[config.mk]
export PLATFORM = sky130hd
export DESIGN_NAME = mem_port_arbiter
export DESIGN_NICKNAME = d
export VERILOG_FILES = /design/src/rtl/mem_port_arbiter.sv
export SDC_FILE = /design/constraint.sdc
export NUM_CORES = 1
export LEC_CHECK = 0
export CORE_MARGIN = 4
export CORE_UTILIZATION = 30
export CTS_CLUSTER_DIAMETER = 80
export CTS_CLUSTER_SIZE = 30
export DETAILED_ROUTE_END_ITERATION = 10
export DONT_BUFFER_PORTS = 1
export PLACE_DENSITY = 0.47
export SYNTH_ARGS = -nofsm -noshare
export SYNTH_HDL_FRONTEND = slang
export SYNTH_SLANG_ARGS = --single-unit
[constraint.sdc]
create_clock -name clk_i -period 6.43 [get_ports clk_i]
set_clock_uncertainty 0.1 [all_clocks]
set_input_delay 1.929 -clock clk_i [delete_from_list [all_inputs] [get_ports clk_i]]
set_output_delay 1.929 -clock clk_i [all_outputs]
set_load 0.005 [all_outputs]
[src/rtl/mem_port_arbiter.sv]
// mem_port_arbiter: shares one single-port memory between instruction fetch
// and data access. Data wins by default; a streak limit guarantees fetch
// progress. Optional macro ARB_TIMEOUT_EN adds a WAIT-state timeout with err_o.
module mem_port_arbiter #(
  parameter int XLEN           = 32,
  parameter int MAX_DSTREAK    = 4,
  parameter int TIMEOUT_CYCLES = 64
) (
  input  logic            clk_i,
  input  logic            rst_i,
  input  logic            ireq_i,
  input  logic [XLEN-1:0] iaddr_i,
  output logic            igrant_o,
  output logic            irvalid_o,
  output logic [XLEN-1:0] irdata_o,
  input  logic            dreq_i,
  input  logic            dwe_i,
  input  logic [XLEN-1:0] daddr_i,
  input  logic [XLEN-1:0] dwdata_i,
  output logic            dgrant_o,
  output logic            drvalid_o,
  output logic [XLEN-1:0] drdata_o,
  output logic            mreq_o,
  output logic            mwe_o,
  output logic [XLEN-1:0] maddr_o,
  output logic [XLEN-1:0] mwdata_o,
  input  logic            mready_i,
  input  logic            mrvalid_i,
  input  logic [XLEN-1:0] mrdata_i,
`ifdef ARB_TIMEOUT_EN
  output logic            err_o,
`endif
  output logic            busy_o
);

  typedef enum logic [1:0] {IDLE, ISSUE, WAIT} state_t;

  state_t          r_state;
  state_t          w_next;
  logic            r_src;      // 1 = data, 0 = instruction
  logic            r_first;    // first ISSUE cycle of a transaction
  logic            r_mwe;
  logic [XLEN-1:0] r_maddr;
  logic [XLEN-1:0] r_mwdata;
  logic [XLEN-1:0] r_irdata;
  logic [XLEN-1:0] r_drdata;
  logic            r_irvalid;
  logic            r_drvalid;
  logic [3:0]      r_dstreak;

  logic            w_start;
  logic            w_sel_i;
  logic            w_sel_d;
  logic            w_capture;
  logic            w_timeout;

`ifdef ARB_TIMEOUT_EN
  localparam int TW = $clog2(TIMEOUT_CYCLES + 1);
  logic [TW-1:0] r_wcnt;
  logic          r_err;
`endif

  assign w_start = (r_state == IDLE) && (ireq_i || dreq_i);
  assign w_sel_i = ireq_i && (!dreq_i || (r_dstreak == 4'(MAX_DSTREAK)));
  assign w_sel_d = dreq_i && !w_sel_i;

  // State register
  always_ff @(posedge clk_i or posedge rst_i) begin
    if (rst_i) r_state <= IDLE;
    else       r_state <= w_next;
  end

  // Next-state logic and capture/timeout strobes
  always_comb begin
    w_next    = r_state;
    w_capture = 1'b0;
    w_timeout = 1'b0;
    case (r_state)
      IDLE:  if (ireq_i || dreq_i) w_next = ISSUE;
      ISSUE: begin
        if (mready_i) begin
          if (mrvalid_i) begin
            w_capture = 1'b1;
            w_next    = IDLE;
          end else begin
            w_next = WAIT;
          end
        end
      end
      WAIT: begin
        if (mrvalid_i) begin
          w_capture = 1'b1;
          w_next    = IDLE;
        end
`ifdef ARB_TIMEOUT_EN
        else if (r_wcnt == TW'(TIMEOUT_CYCLES - 1)) begin
          w_timeout = 1'b1;
          w_next    = IDLE;
        end
`endif
      end
      default: w_next = IDLE;
    endcase
  end

  // Request latching, streak tracking and response capture
  always_ff @(posedge clk_i or posedge rst_i) begin
    if (rst_i) begin
      r_src     <= 1'b0;
      r_first   <= 1'b0;
      r_mwe     <= 1'b0;
      r_maddr   <= '0;
      r_mwdata  <= '0;
      r_irdata  <= '0;
      r_drdata  <= '0;
      r_irvalid <= 1'b0;
      r_drvalid <= 1'b0;
      r_dstreak <= '0;
    end else begin
      r_first   <= 1'b0;
      r_irvalid <= 1'b0;
      r_drvalid <= 1'b0;
      if (w_start) begin
        r_src    <= w_sel_d;
        r_first  <= 1'b1;
        r_mwe    <= w_sel_d & dwe_i;
        r_maddr  <= w_sel_d ? daddr_i  : iaddr_i;
        r_mwdata <= w_sel_d ? dwdata_i : '0;
        if (w_sel_d && ireq_i) begin
          if (r_dstreak != 4'(MAX_DSTREAK)) r_dstreak <= r_dstreak + 4'd1;
        end else begin
          r_dstreak <= '0;
        end
      end
      if (w_capture || w_timeout) begin
        if (r_src) begin
          r_drdata  <= w_timeout ? '0 : mrdata_i;
          r_drvalid <= 1'b1;
        end else begin
          r_irdata  <= w_timeout ? '0 : mrdata_i;
          r_irvalid <= 1'b1;
        end
      end
    end
  end

`ifdef ARB_TIMEOUT_EN
  // WAIT-cycle counter (cleared while issuing) and error pulse
  always_ff @(posedge clk_i or posedge rst_i) begin
    if (rst_i) begin
      r_wcnt <= '0;
      r_err  <= 1'b0;
    end else begin
      r_err <= w_timeout;
      if (r_state == WAIT) r_wcnt <= r_wcnt + 1'b1;
      else                 r_wcnt <= '0;
    end
  end
  assign err_o = r_err;
`endif

  assign igrant_o  = (r_state == ISSUE) && r_first && !r_src;
  assign dgrant_o  = (r_state == ISSUE) && r_first &&  r_src;
  assign mreq_o    = (r_state == ISSUE);
  assign mwe_o     = r_mwe;
  assign maddr_o   = r_maddr;
  assign mwdata_o  = r_mwdata;
  assign irvalid_o = r_irvalid;
  assign irdata_o  = r_irdata;
  assign drvalid_o = r_drvalid;
  assign drdata_o  = r_drdata;
  assign busy_o    = (r_state != IDLE);

endmodule

==> results.ini, run 1 <==
[outcome]
outcome=finished clean

[place]
place.gp.congestion=0.732
place_area_mm2=0.00595

[critical_path]
reg2reg_to=mwdata_o[5]$_DFFE_PP0P_
reg2regPathDepth=6
startpoint=r_state[0]$_DFFE_PP0P_
crit_type=reg2out

[layout]
nNetsFinal=579
final_layout_top_logic_cell=dfrtp_1

[timing]
whs_ns=0.417
max_freq_ghz=0.277

[hold_path]
min_to=drdata_o[6]$_DFFE_PP0P_
min-delay-start=drdata_o[6]$_DFFE_PP0P_

[floorplan]
dieArea_mm2=0.0216
fp_util_pct=30.8
die_x_um=147

[flow_run]
warnings=30

[global_routing]
antenna_found_initial=0
grt_max_degree=80

[synthesis]
syn_area_mm2=0.00579
postSynthSeqShare_pct=60.0
edf_count=0

[drt]
num_vias=3641

[clocking]
cts-hold-fix-buffers=0

==> run 1: worst max-delay path by stage <==
stage | end | slack (ns) | depth (start not counted)
4_1_cts | busy_o | 2.79 | 4
2_1_floorplan | drdata_o[0]$_DFFE_PP0P_ | 0.68 | 1
3_5_place_dp | mwdata_o[8]$_DFFE_PP0P_ | 2.79 | 4
5_1_grt | busy_o | 2.69 | 4
6_report | busy_o | 2.81 | 4
3_3_place_gp | mwdata_o[24]$_DFFE_PP0P_ | 2.89 | 4
==> run 1: where the power goes <==
| group | switching (mW) | internal, mW |
|---|---|---|
| sequential | 0.341 | 1.28 |
| combinational | 0.440 | 0.401 |
| clock | 0.396 | 0.620 |
==> run 1: per-layer routing <==
metal | part of all wire [%] | GRT usage, % | wire length, µm
met1 | 39 | 15.1 | 5470
met2 | 48 | 21.2 | 6780
met3 | 11 | 5.83 | 1600
met4 | 1.7 | 4.52 | 235
met5 | 0 | 0 | 0
==> run 1: per-stage QoR <==
stage	util, %	power, mW	instances
6_report	34.8	3.48	711
5_1_grt	34.8	3.71	711
4_1_cts	34.8	3.54	711
3_5_place_dp	31.6	2.50	679
3_3_place_gp	31.6	2.46	679
2_1_floorplan	-	2.27	447
==> run 1: cells by family after synthesis <==
| group | share of synthesized area [%] |
|---|---|
| AND-OR/OR-AND | 11.1 |
| adder cells (fa/ha/maj) | 1.30 |
| buffers and inverters | 4.69 |
| flip-flops | 60.0 |
| multiplexers | 12.8 |
| AND/OR/NAND/NOR | 10.0 |
==> run 1: synthesized netlist by cell type, types with 2 or more instances <==
cell type and number:
o211ai_2 7, mux2_1 7, clkbuf_1 14, nor2b_1 3, buf_2 7, nor2_1 3, nand3_1 2, o21ai_0 3
mux2_2 58, and3_1 2, buf_6 13, inv_1 8, nand4_1 32, a22o_1 33, ha_1 6, o211ai_1 25
nand2_1 70, dfrtp_1 139
==> run 1: final cells by class <==
class | instances | area (µm²) | area share, %
clock buffer | 18 | 429 | 6.54
clock inverter | 14 | 184 | 2.80
inverter | 9 | 38.8 | 0.591
multi-input combinational | 264 | 2050 | 31.3
sequential | 139 | 3480 | 53.0
tap | 260 | 325 | 4.96
timing repair buffer | 7 | 52.6 | 0.801
==> run 1: flip-flops by register name (all words and copies together), names as in the netlist <==
| name | cells |
|---|---|
| r_src | 1 |
| drvalid_o | 1 |
| irvalid_o | 1 |
| mwe_o | 1 |
| maddr_o | 32 |
| irdata_o | 32 |
| drdata_o | 32 |
| mwdata_o | 32 |
| r_dstreak | 4 |
| r_state | 2 |
| r_first | 1 |
==> run 1: worst max-delay path, cell delays in order, from the launching register on <==
cell,delay (ns)
dfrtp_1,0.39
inv_1,0.11
ha_1,0.15
buf_4,0.39
inv_1,0.11
Figure 1. Clock distribution (run 1).
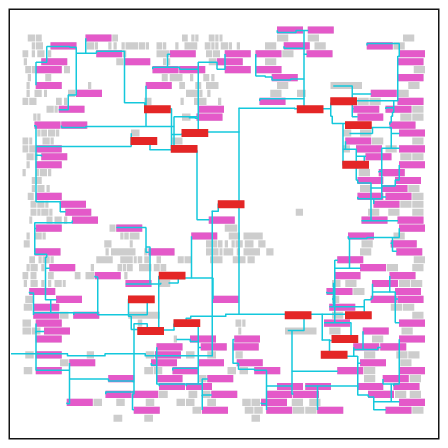
Key: clock wires = cyan [length 1,900 µm]; flip-flops = magenta [count 139]; cells driving clock nets = red [count 17]
There are 18 routed clock nets.

Figure 2. Placed cells, one color a class (run 1).
Bar = 50 µm.
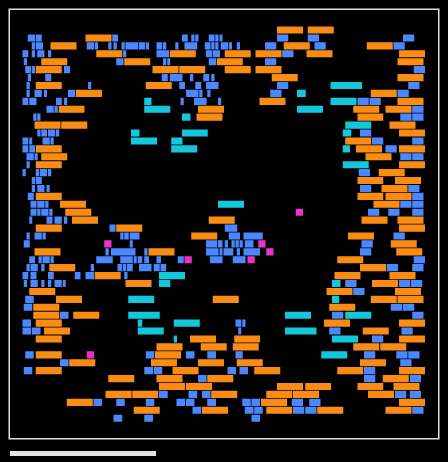
Key: all other logic = blue [cells 273]; flip-flops = orange [cells 139]; other buffers and delay cells = magenta [cells 7]; clock drivers and dummy loads = cyan [cells 32]

Figure 3. Power grid (run 1).
Pins as bars on the die edge. Tap cells in gray.
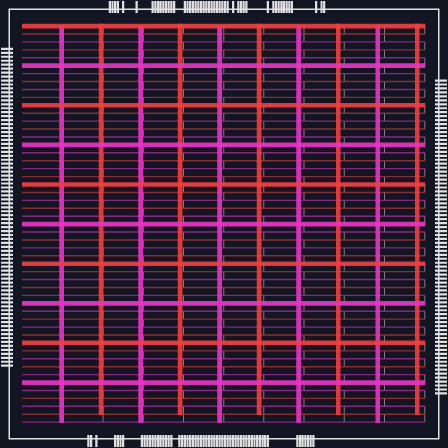
Key: VSS = magenta; VDD = red
270 signal pins sit on the boundary. The core has 50 rows. 10 straps on met5. 10 straps on met4. 51 met1 rails follow the rows.

Figure 4. Where the registers sit (run 1).
Other sequential cells in the stronger gray, the rest of the logic in the fainter gray.
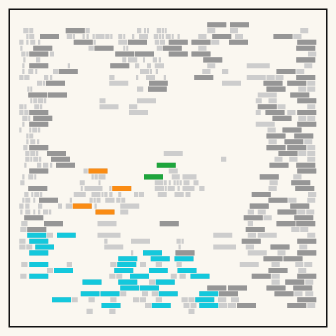
Key: `mwdata_o` = cyan [flops 32]; `r_state` = green [flops 2]; `r_dstreak` = orange [flops 4]

Figure 5. Track usage over the die (run 1).
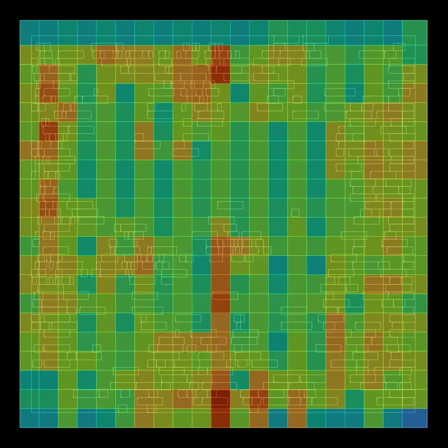

==> run 2, diff against run 1 <==
--- a/config.mk
+++ b/config.mk
@@ -11,7 +11,7 @@
 export CTS_CLUSTER_SIZE = 30
 export DETAILED_ROUTE_END_ITERATION = 10
 export DONT_BUFFER_PORTS = 1
-export PLACE_DENSITY = 0.47
+export PLACE_DENSITY = 0.48
 export SYNTH_ARGS = -nofsm -noshare
 export SYNTH_HDL_FRONTEND = slang
 export SYNTH_SLANG_ARGS = --single-unit
==> constraint.sdc (replaced) <==
create_clock -name clk_i -period 3.2 [get_ports clk_i]
set_clock_uncertainty 0.1 [all_clocks]
set_input_delay 0.96 -clock clk_i [delete_from_list [all_inputs] [get_ports clk_i]]
set_output_delay 0.96 -clock clk_i [all_outputs]
set_load 0.005 [all_outputs]
Figure 6. Track usage over the die (run 2).
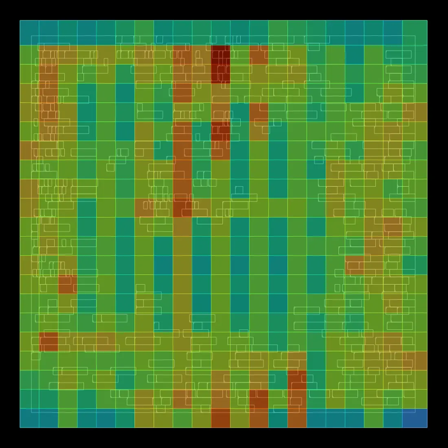
Tot GR Track Use: 13.3%
Final Util: 35.0%
GR peak layer: met2
wire per inst: 20.2 µm

Figure 7. Power grid (run 2).
Pins as bars on the die edge. Tap cells in gray.
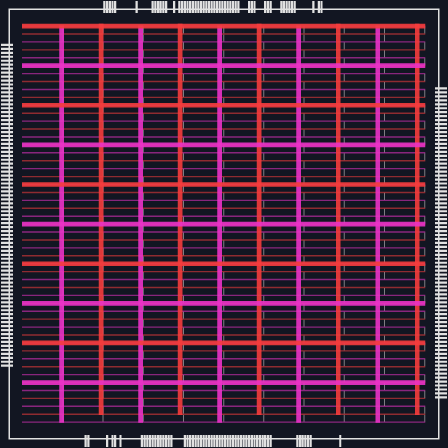
Key: VSS = magenta; VDD = red
The core has 50 rows. 51 met1 rails follow the rows. 270 signal pins sit on the boundary. 10 straps on met5. 10 straps on met4.

==> results.ini, run 2 <==
[synthesis]
synthCells=447
edf_count=0  ; unchanged
topCellsByArea=dfrtp_1 (60%), mux2_2 (11%), a22o_1 (5.0%), nand2_1 (4.5%), nand4_1 (3.5%)
common_cells=dfrtp_1 (139), nand2_1 (70), mux2_2 (58)
syn_area_per_cell_um2=13.0
top_cell_area_share_pct=60.0
postSynthSeqShare_pct=60.0  ; unchanged
syn_area_mm2=0.00579  ; unchanged
synth_nets=588
ys_area_mm2=0.00579
most_common_cell=dfrtp_1

[critical_path]
reg2regPathDepth=6  ; unchanged
reg2reg_to=drdata_o[29]$_DFFE_PP0P_
crit_path_end_kind=output port
crit_type=reg2out

[layout]
antennaDiodeCount=0
final_layout_top_logic_cell=dfrtp_1
finalNonFillerCells=711  ; unchanged
nNetsFinal=580  ; +0.17%
syn2layout_area_growth_pct=13.7
mostFrequentLayoutCells=dfrtp_1 (139), nand2_1 (70), mux2_2 (58)

[global_routing]
antenna_found_initial=0  ; unchanged
grt_max_degree=140  ; +75%

[hold_path]
min-delay-start=irdata_o[26]$_DFFE_PP0P_
hold_class=reg2reg
min_to=irdata_o[26]$_DFFE_PP0P_

[floorplan]
fp.dieH_um=147
fp_util_pct=30.8  ; unchanged
dieArea_mm2=0.0216  ; unchanged
die_x_um=147  ; unchanged

[drt]
num_vias=3558  ; -2.3%
drtPass1Iterations=6

[place]
dp.cells=680  ; +0.15%
dp_slack_ns=0.843
place.gp.congestion=0.742  ; +1.3%
place_area_mm2=0.00596  ; +0.32%

[clocking]
cts.sinks=139
clk_latency_ns=0.41
cts_max_path_buffers=2
cts-hold-fix-buffers=0  ; unchanged

[flow_run]
warnings=32  ; +6.7%
maxCapViolations=0

[outcome]
outcome=finished clean

[timing]
whs_ns=0.417  ; +0.0000480 ns
max_freq_ghz=0.377

[pwr]
power_density_mw_per_mm2=1070

Figure 8. Clock distribution (run 2).
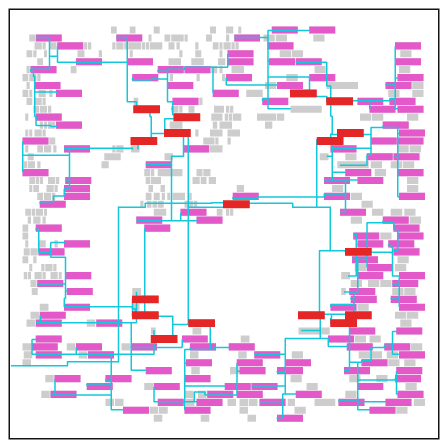
Key: flip-flops = magenta [count 139]; cells driving clock nets = red [count 17]; clock wires = cyan [length 1,950 µm]
There are 18 routed clock nets. Position of the flops: widely spread.

## run 2: cell count changes in the layout (fill, tap and decap cells not counted), sizes merged
cell	before	now
inv	15	11
clkinv	2	5
buf	7	8
bufinv	3	4
clkbuf	18	17
## run 2: layout make-up
| class | count | area, µm² | area share [%] |
|---|---|---|---|
| Clock inverter | 14 | 194 | 2.95 |
| Inverter | 9 | 37.5 | 0.570 |
| Multi-Input combinational cell | 264 | 2050 | 31.1 |
| Sequential cell | 139 | 3480 | 52.8 |
| Clock buffer | 17 | 425 | 6.46 |
| Tap cell | 260 | 325 | 4.94 |
| Timing Repair Buffer | 8 | 72.6 | 1.10 |
## run 2: worst max path at each step
stage	start	to
after floorplan	rst_i	drdata_o[0]$_DFFE_PP0P_
after global placement	mrvalid_i	drdata_o[20]$_DFFE_PP0P_
after detailed placement	mrvalid_i	drdata_o[29]$_DFFE_PP0P_
after CTS	r_state[1]$_DFFE_PP0P_	igrant_o
after global routing	r_state[1]$_DFFE_PP0P_	igrant_o
final	r_state[1]$_DFFE_PP0P_	igrant_o
## run 2: power breakdown
group	leakage (nW)	switching, mW	total, mW	internal [mW]
clock network	0.300	0.761	2.07	1.31
logic	0.833	0.892	1.71	0.813
registers	1.73	0.704	3.28	2.58
total	2.86	2.36	7.05	4.70
## run 2: kinds of logic (layout without fill, tap and decap cells)
family | Yosys count | after routing | share of synthesized area [%]
flip-flops | 139 | 139 | 60.0
adder cells (fa/ha/maj) | 6 | 6 | 1.30
AND-OR/OR-AND | 76 | 76 | 11.1
AND/OR/NAND/NOR | 116 | 116 | 10.0
buffers and inverters | 44 | 48 | 4.69
multiplexers | 66 | 66 | 12.8
## run 2: metal layers
layer | global-route usage, % | vias up | share of wire [%]
met4 | 5.03 | 0 | 1.7
met5 | 0 | - | 0
met2 | 21.9 | 190 | 48
met1 | 15.2 | 1756 | 39
li1 | - | 1597 | -
met3 | 6.11 | 15 | 11
## run 2: through the flow
step / utilization, % / power, mW
floorplan: - / 4.57
global placement: 31.7 / 4.98
detailed placement: 31.7 / 5.09
CTS: 35.0 / 7.19
global route: 35.0 / 7.54
finish: 35.0 / 7.05
## run 2: critical path: stages (launching register included)
cell and delay (ns):
dfrtp_1 0.39, inv_1 0.12, ha_1 0.36, nand2_1 0.08, nor2_1 0.24
Figure 9. Where the registers sit (run 2).
Other sequential cells in the stronger gray, the rest of the logic in the fainter gray.
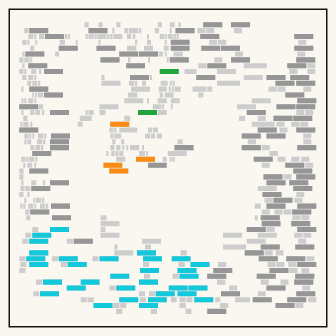

==> run 3, diff against run 2 <==
--- a/config.mk
+++ b/config.mk
@@ -11,7 +11,7 @@
 export CTS_CLUSTER_SIZE = 30
 export DETAILED_ROUTE_END_ITERATION = 10
 export DONT_BUFFER_PORTS = 1
-export PLACE_DENSITY = 0.48
+export PLACE_DENSITY = 0.47
 export SYNTH_ARGS = -nofsm -noshare
 export SYNTH_HDL_FRONTEND = slang
 export SYNTH_SLANG_ARGS = --single-unit
==> constraint.sdc (replaced) <==
create_clock -name clk_i -period 2.7 [get_ports clk_i]
set_clock_uncertainty 0.1 [all_clocks]
set_input_delay 0.81 -clock clk_i [delete_from_list [all_inputs] [get_ports clk_i]]
set_output_delay 0.81 -clock clk_i [all_outputs]
set_load 0.005 [all_outputs]
Figure 10. Where the registers sit (run 3).
Other sequential cells in the stronger gray, the rest of the logic in the fainter gray.
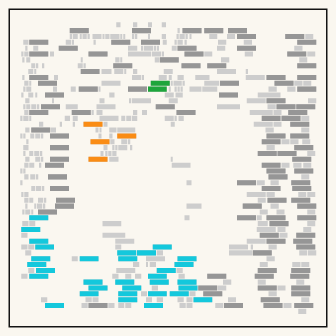
Key: `r_state` = green [flops 2]; `mwdata_o` = cyan [flops 32]; `r_dstreak` = orange [flops 4, where middle left]

Figure 11. Clock distribution (run 3).
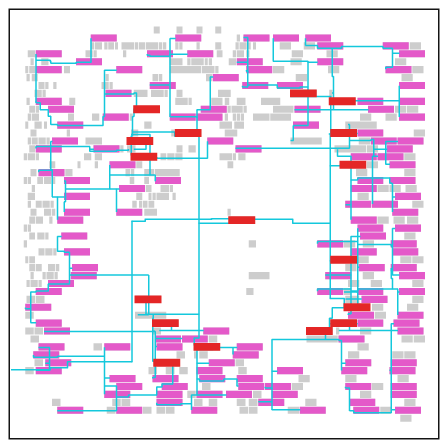
Key: clock wires = cyan [length 1,950 µm]; cells driving clock nets = red [count 17]; flip-flops = magenta [count 139]
There are 18 routed clock nets.

==> results.ini, run 3 <==
[synthesis]
edf_count=0  ; unchanged
compound_area_share_pct=11.1  ; unchanged
topCellsByArea=dfrtp_1 (60%), mux2_2 (11%), a22o_1 (5.0%), nand2_1 (4.5%), nand4_1 (3.5%)
common_cells=dfrtp_1 (139), nand2_1 (70), mux2_2 (58)
top_logic_kind=multiplexers
synth_nets=588  ; unchanged
top_cell_area_share_pct=60.0  ; unchanged
postSynthSeqShare_pct=60.0  ; unchanged
ys_sh_adder_pct=1.30  ; unchanged

[drt]
drtPass1Iterations=4  ; -2
num_vias=3582  ; +0.67%

[global_routing]
grt_max_degree=97  ; -31%

[pwr]
switching_share_pct=32.2  ; -1.2 points
seq_power_share_pct=45.2  ; -1.3 points
p_sw_mw=2.77  ; +17%
clkPwrFrac_pct=30.9  ; +1.6 points

[flow_run]
maxCapViolations=0  ; unchanged

[place]
place_area_mm2=0.00600  ; +0.67%

[outcome]
outcome=finished clean

[layout]
syn2layout_area_growth_pct=15.3
antennaDiodeCount=0  ; unchanged
mostFrequentLayoutCells=dfrtp_1 (139), nand2_1 (70), mux2_2 (58)
ff_latch_area_mm2=0.00348  ; unchanged

[floorplan]
die_x_um=147  ; unchanged
fp.dieH_um=147  ; unchanged

[critical_path]
max_stage_delay_ns=0.38  ; about the same
crit_path_end_kind=output port

[clocking]
cts.sinks=139  ; unchanged

[hold_path]
hold_class=in2async

Figure 12. Power grid (run 3).
Pins as bars on the die edge. Tap cells in gray.
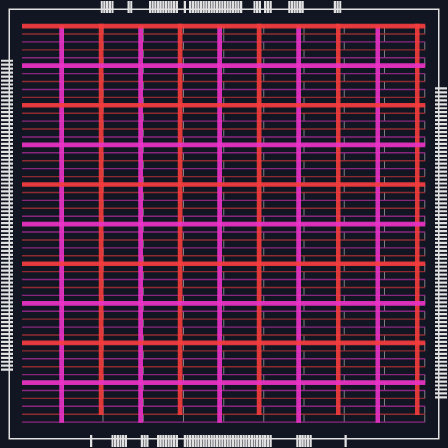
Key: VSS = magenta; VDD = red
10 straps on met5. 51 met1 rails follow the rows. 10 straps on met4.

[run 3: kinds of logic (layout without fill, tap and decap cells)]
kind of cell | Yosys count | after routing
AND/OR/NAND/NOR | 116 | 116
flip-flops | 139 | 139
multiplexers | 66 | 66
AND-OR/OR-AND | 76 | 76
buffers and inverters | 44 | 51
adder cells (fa/ha/maj) | 6 | 6
[run 3: critical path: cells and delay by family (launching register included)]
family | cells | cell delay [ns]
adders and majority gates | 1 | 0.32
buffers and inverters | 1 | 0.11
DFF | 1 | 0.38
and+or+nand+nor | 2 | 0.35
[run 3: layer usage]
layer  share of wire [%]  GRT usage [%]
met1                  39           15.5
met2                  48           22.0
met3                  11           5.80
met4                 2.1           5.87
met5                   0              0
[run 3: power by group through the flow]
| stage | registers (mW) | clock network [mW] | logic, mW |
|---|---|---|---|
| finish | 3.88 | 2.66 | 2.06 |
| global route | 4.01 | 2.84 | 2.32 |
| CTS | 3.92 | 2.74 | 2.10 |
| floorplan | 3.63 | 0 | 1.78 |
| detailed placement | 3.94 | 0 | 2.11 |
| global placement | 3.95 | 0 | 1.99 |
[run 3: worst paths after layout]
check	to	cells after the start
max reg2reg	mwdata_o[8]$_DFFE_PP0P_	6
max	igrant_o	4
min reg2reg	drdata_o[19]$_DFFE_PP0P_	1
max in group asynchronous	maddr_o[7]$_DFFE_PP0P_	2
min	drdata_o[2]$_DFFE_PP0P_	2
min in group clk_i	drdata_o[19]$_DFFE_PP0P_	1
[run 3: cell type report]
cell class,count,area share [%]
Clock inverter,10,3.18
Multi-Input combinational cell,264,30.7
Inverter,9,0.562
Clock buffer,22,6.95
Sequential cell,139,52.1
Tap cell,260,4.87
Timing Repair Buffer,10,1.69
[run 3: metrics by stage]
stage	hold slack [ns]	setup WS, ns	instances	total power [mW]
after floorplan	0.383	0.0549	447	5.42
after global placement	0.404	0.587	682	5.94
after detailed placement	0.411	0.568	682	6.05
after CTS	0.343	0.113	714	8.77
after global routing	0.356	0.0621	714	9.18
final	0.326	0.225	714	8.60
Power figures rest on the tool's default switching activity, not on a simulated workload.
